**src/rtl/gpu_mem_pkg.sv**
```systemverilog
// Shared memory-pipeline types: the instruction payload passed between the
// operand collector, the issue queue and mem_unit.
package gpu_mem_pkg;

  localparam int unsigned NUM_LANES  = 8;
  localparam int unsigned LANE_W     = 32;
  localparam int unsigned WARP_ID_W  = 3;
  localparam int unsigned SCB_ID_W   = 2;
  localparam int unsigned OFFSET_W   = 16;
  localparam int unsigned REG_ADDR_W = 5;
  localparam int unsigned DATA_W     = NUM_LANES * LANE_W;

  // 549-bit payload; field order is MSB first.
  typedef struct packed {
    logic                  mem_read;
    logic                  mem_write;
    logic                  shared_global_bar;  // 1 = shared, 0 = global
    logic [NUM_LANES-1:0]  pam;
    logic [WARP_ID_W-1:0]  warp_id;
    logic [SCB_ID_W-1:0]   scb_id;
    logic [DATA_W-1:0]     rs_data;
    logic [DATA_W-1:0]     rt_data;
    logic [OFFSET_W-1:0]   offset;
    logic [REG_ADDR_W-1:0] reg_addr;
  } mem_instr_t;

endpackage

```
**src/rtl/sync_fifo.sv**
```systemverilog
// Generic single-clock circular FIFO. Entry storage is not reset; only the
// pointers and occupancy are. Push when full and pop when empty are ignored.
module sync_fifo #(
  parameter int unsigned Width = 8,
  parameter int unsigned Depth = 4
) (
  input  logic                     clk,
  input  logic                     rst,
  input  logic                     push,
  input  logic [Width-1:0]         wdata,
  input  logic                     pop,
  output logic [Width-1:0]         rdata,
  output logic                     full,
  output logic                     empty,
  output logic [$clog2(Depth):0]   count
);

  localparam int unsigned PtrW = $clog2(Depth);
  localparam int unsigned CntW = PtrW + 1;

  logic [Width-1:0] mem [Depth];
  logic [PtrW-1:0]  wp, rp;
  logic [CntW-1:0]  cnt;
  logic             do_push, do_pop;

  assign full    = (cnt == CntW'(Depth));
  assign empty   = (cnt == '0);
  assign do_push = push && !full;
  assign do_pop  = pop && !empty;
  assign rdata   = mem[rp];
  assign count   = cnt;

  // Pointer and occupancy update; pointers wrap naturally since Depth is 2^n.
  always_ff @(posedge clk) begin
    if (rst) begin
      wp  <= '0;
      rp  <= '0;
      cnt <= '0;
    end else begin
      if (do_push) wp <= wp + PtrW'(1);
      if (do_pop)  rp <= rp + PtrW'(1);
      unique case ({do_push, do_pop})
        2'b10:   cnt <= cnt + CntW'(1);
        2'b01:   cnt <= cnt - CntW'(1);
        default: cnt <= cnt;
      endcase
    end
  end

  // Entry write; contents of unused slots are never observed.
  always_ff @(posedge clk) begin
    if (do_push) mem[wp] <= wdata;
  end

endmodule

```
**src/rtl/mem_issue_queue.sv**
```systemverilog
// In-order memory issue queue between the operand collector and mem_unit.
// Issue is gated by mem_unit stall and a cap on instructions in flight.
module mem_issue_queue
  import gpu_mem_pkg::*;
#(
  parameter int unsigned DEPTH        = 4,
  parameter int unsigned MAX_INFLIGHT = 2
) (
  input  logic                  clk,
  input  logic                  rst,
  input  logic                  Instr_valid_OC_MIQ,
  output logic                  ready_MIQ_OC,
  input  logic                  MemRead_OC_MIQ,
  input  logic                  MemWrite_OC_MIQ,
  input  logic                  shared_global_bar_OC_MIQ,
  input  logic [NUM_LANES-1:0]  PAM_OC_MIQ,
  input  logic [WARP_ID_W-1:0]  warp_ID_OC_MIQ,
  input  logic [SCB_ID_W-1:0]   scb_ID_OC_MIQ,
  input  logic [DATA_W-1:0]     rs_data_OC_MIQ,
  input  logic [DATA_W-1:0]     rt_data_OC_MIQ,
  input  logic [OFFSET_W-1:0]   offset_OC_MIQ,
  input  logic [REG_ADDR_W-1:0] reg_addr_OC_MIQ,
  output logic                  Instr_valid_MIQ_MEM,
  output logic                  MemRead_MIQ_MEM,
  output logic                  MemWrite_MIQ_MEM,
  output logic                  shared_global_bar_MIQ_MEM,
  output logic [NUM_LANES-1:0]  PAM_MIQ_MEM,
  output logic [WARP_ID_W-1:0]  warp_ID_MIQ_MEM,
  output logic [SCB_ID_W-1:0]   scb_ID_MIQ_MEM,
  output logic [DATA_W-1:0]     rs_data_MIQ_MEM,
  output logic [DATA_W-1:0]     rt_data_MIQ_MEM,
  output logic [OFFSET_W-1:0]   offset_MIQ_MEM,
  output logic [REG_ADDR_W-1:0] reg_addr_MIQ_MEM,
  input  logic                  stall_MEM_MIQ,
  input  logic                  done_MEM_MIQ,
  output logic [$clog2(DEPTH):0] count_MIQ,
  output logic                  idle_MIQ
);

  localparam int unsigned CntW        = $clog2(DEPTH) + 1;
  localparam logic [3:0]  MaxInflight = 4'(MAX_INFLIGHT);

  mem_instr_t      in_instr, head, out_instr;
  logic            push, pop, full, empty, done_eff;
  logic [CntW-1:0] cnt;
  logic [3:0]      inflight;

  // Gather OC fields into one payload word.
  always_comb begin
    in_instr                   = '0;
    in_instr.mem_read          = MemRead_OC_MIQ;
    in_instr.mem_write         = MemWrite_OC_MIQ;
    in_instr.shared_global_bar = shared_global_bar_OC_MIQ;
    in_instr.pam               = PAM_OC_MIQ;
    in_instr.warp_id           = warp_ID_OC_MIQ;
    in_instr.scb_id            = scb_ID_OC_MIQ;
    in_instr.rs_data           = rs_data_OC_MIQ;
    in_instr.rt_data           = rt_data_OC_MIQ;
    in_instr.offset            = offset_OC_MIQ;
    in_instr.reg_addr          = reg_addr_OC_MIQ;
  end

  sync_fifo #(
    .Width ($bits(mem_instr_t)),
    .Depth (DEPTH)
  ) u_fifo (
    .clk   (clk),
    .rst   (rst),
    .push  (push),
    .wdata (in_instr),
    .pop   (pop),
    .rdata (head),
    .full  (full),
    .empty (empty),
    .count (cnt)
  );

  // Ready comes from registered occupancy only: a full queue refuses input
  // even in a cycle where it also issues.
  assign ready_MIQ_OC = !rst && !full;
  assign push         = Instr_valid_OC_MIQ && ready_MIQ_OC;
  assign pop          = !rst && !empty && !stall_MEM_MIQ && (inflight != MaxInflight);
  // A completion with nothing in flight is dropped so the count cannot wrap.
  assign done_eff     = done_MEM_MIQ && (inflight != '0);

  // In-flight tracking: +1 per issue, -1 per completion, hold when both.
  always_ff @(posedge clk) begin
    if (rst) begin
      inflight <= '0;
    end else begin
      unique case ({pop, done_eff})
        2'b10:   inflight <= inflight + 4'd1;
        2'b01:   inflight <= inflight - 4'd1;
        default: inflight <= inflight;
      endcase
    end
  end

  assign out_instr = pop ? head : '0;

  assign Instr_valid_MIQ_MEM       = pop;
  assign MemRead_MIQ_MEM           = out_instr.mem_read;
  assign MemWrite_MIQ_MEM          = out_instr.mem_write;
  assign shared_global_bar_MIQ_MEM = out_instr.shared_global_bar;
  assign PAM_MIQ_MEM               = out_instr.pam;
  assign warp_ID_MIQ_MEM           = out_instr.warp_id;
  assign scb_ID_MIQ_MEM            = out_instr.scb_id;
  assign rs_data_MIQ_MEM           = out_instr.rs_data;
  assign rt_data_MIQ_MEM           = out_instr.rt_data;
  assign offset_MIQ_MEM            = out_instr.offset;
  assign reg_addr_MIQ_MEM          = out_instr.reg_addr;

  assign count_MIQ = cnt;
  assign idle_MIQ  = (cnt == '0) && (inflight == '0);

endmodule
```
**config.mk**
```make
export PLATFORM = sky130hd
export DESIGN_NAME = mem_issue_queue
export DESIGN_NICKNAME = d
export VERILOG_FILES = /design/src/rtl/gpu_mem_pkg.sv /design/src/rtl/sync_fifo.sv /design/src/rtl/mem_issue_queue.sv
export SDC_FILE = /design/constraint.sdc
export NUM_CORES = 2
export LEC_CHECK = 0
export CAP_MARGIN = 20
export CORE_AREA = 3 3 425 427
export CTS_BUF_LIST = sky130_fd_sc_hd__clkbuf_16
export CTS_CLUSTER_SIZE = 30
export DETAILED_ROUTE_END_ITERATION = 7
export DIE_AREA = 0 0 428 430
export GPL_TIMING_DRIVEN = 0
export PLACE_DENSITY = 0.66
export REMOVE_ABC_BUFFERS = 1
export SYNTH_ARGS = -nofsm -noshare
export SYNTH_HDL_FRONTEND = slang
export SYNTH_SLANG_ARGS = --single-unit
```
**constraint.sdc**
```tcl
create_clock -name clk -period 20.5 [get_ports clk]
set_input_delay 4.1 -clock clk [delete_from_list [all_inputs] [get_ports clk]]
set_output_delay 4.1 -clock clk [all_outputs]
set_load 0.02 [all_outputs]
```
PDN straps and rails:
Drawn at 1 px/um. Pins as bars on the die edge.
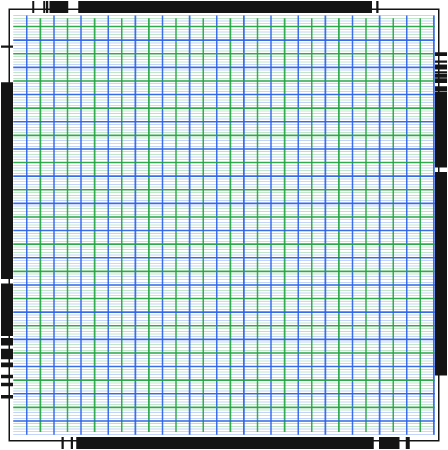
[VSS] blue
[VDD] green
met4 straps: 31
signal pins: 1109
rows: 154
die extent in y: 430 um
Max IR drop VDD: 0.00008244 V
die width: 428 um
core area: 0.1765 mm^2

Layout detail:
Region (189, 276) to (239, 326) um. Cells in gray, sequential cells in the stronger gray; small squares are vias.
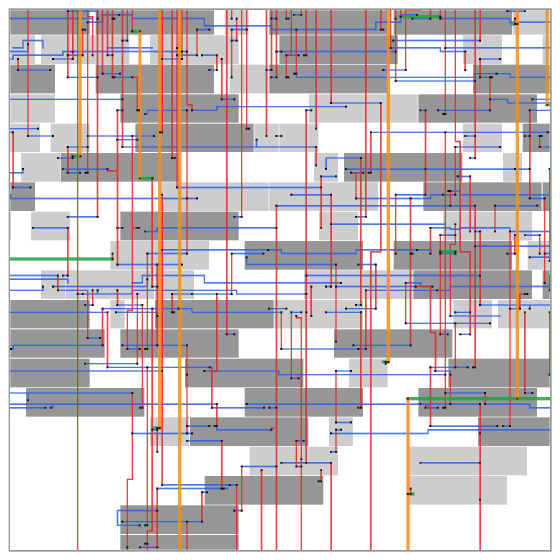
[M4] orange
[M3] green
[M2] red
[M1] blue
netlist names of flops here include: u_fifo.mem (34)
most frequent: edfxtp_1 (34), clkdlybuf4s50_1 (13), mux4_2 (7)
sequential cells in the window: 34
cells with their middle in the window: 69

==> results.txt <==
Final Instance Count excl. Fillers -> 7366
largest net degree at the start of global routing -> 149
vias in the first global route -> 41400
Row Count -> 154
vias per cell -> 5.423
routed wl met3 -> 14630 um
share of cells above drive strength 1 -> 19.18%
Final Power -> 9.953 mW
post-CTS sizing -> 0
R2R Path End -> u_fifo.mem[3][522]$_DFFE_PP_
DP Worst Slack -> 8147 ps
hold slack -> 466.8 ps
synthesized area -> 0.08340 mm^2
ys cells -> 3561
Avg WL per Cell -> 27.29 um
Largest Register -> u_fifo.mem
WL final -> 201000 um
initial antenna violation count -> 87
share of total power in sequential cells -> 51.6%
top cells by count -> 2196 x edfxtp_1, 554 x and2_1, 549 x mux4_2
# hold bufs at CTS -> 0
Tot GR Track Use -> 21.71%
nets@finish -> 5349
Final Cell Area -> 0.1060 mm^2
xor/xnor share -> 0.07351%
setup TNS -> 0 ps
Tightest Pin Transition -> 919.3 ps
pwr dens -> 93.89 mW/mm^2
outcome -> completed
Fmax -> 0.08113 GHz
R2R depth -> 9
top routing layer in use -> met5
Slew Viols, Final -> 0
Synth Seq Share -> 79.38%
slowest stage delay, CP -> 800 ps
Crit Path Class -> input port to output pin
placed cell area -> 0.09873 mm^2
Signal metal coverage by tile:
21 x 22 tiles, from dark purple (low) to yellow (high), scaled to the fullest tile. Values are wire area over tile area, all layers added.
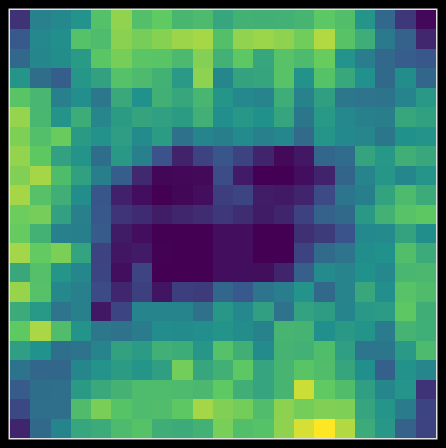
nearly empty tiles: 3.9%
tiles over half the peak: 52%
mean over tiles: 0.18
emptiest ninth of the die: center
fullest tile: 0.38

Placement view:
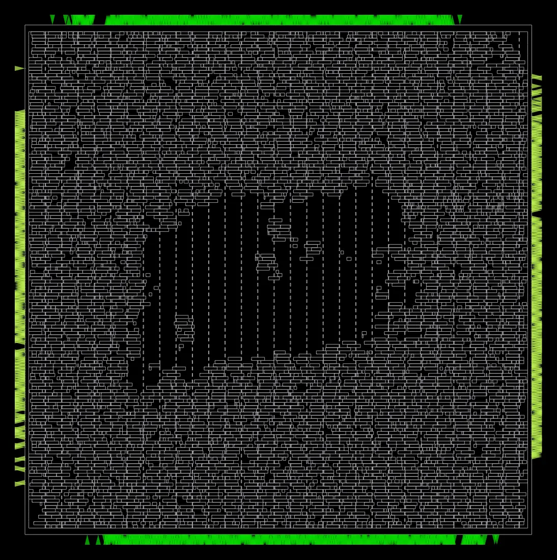
Seq/total area: 62.46%
final core occ: 60.06%
Seq cells: 2209

Power figures rest on the tool's default switching activity, not on a simulated workload.
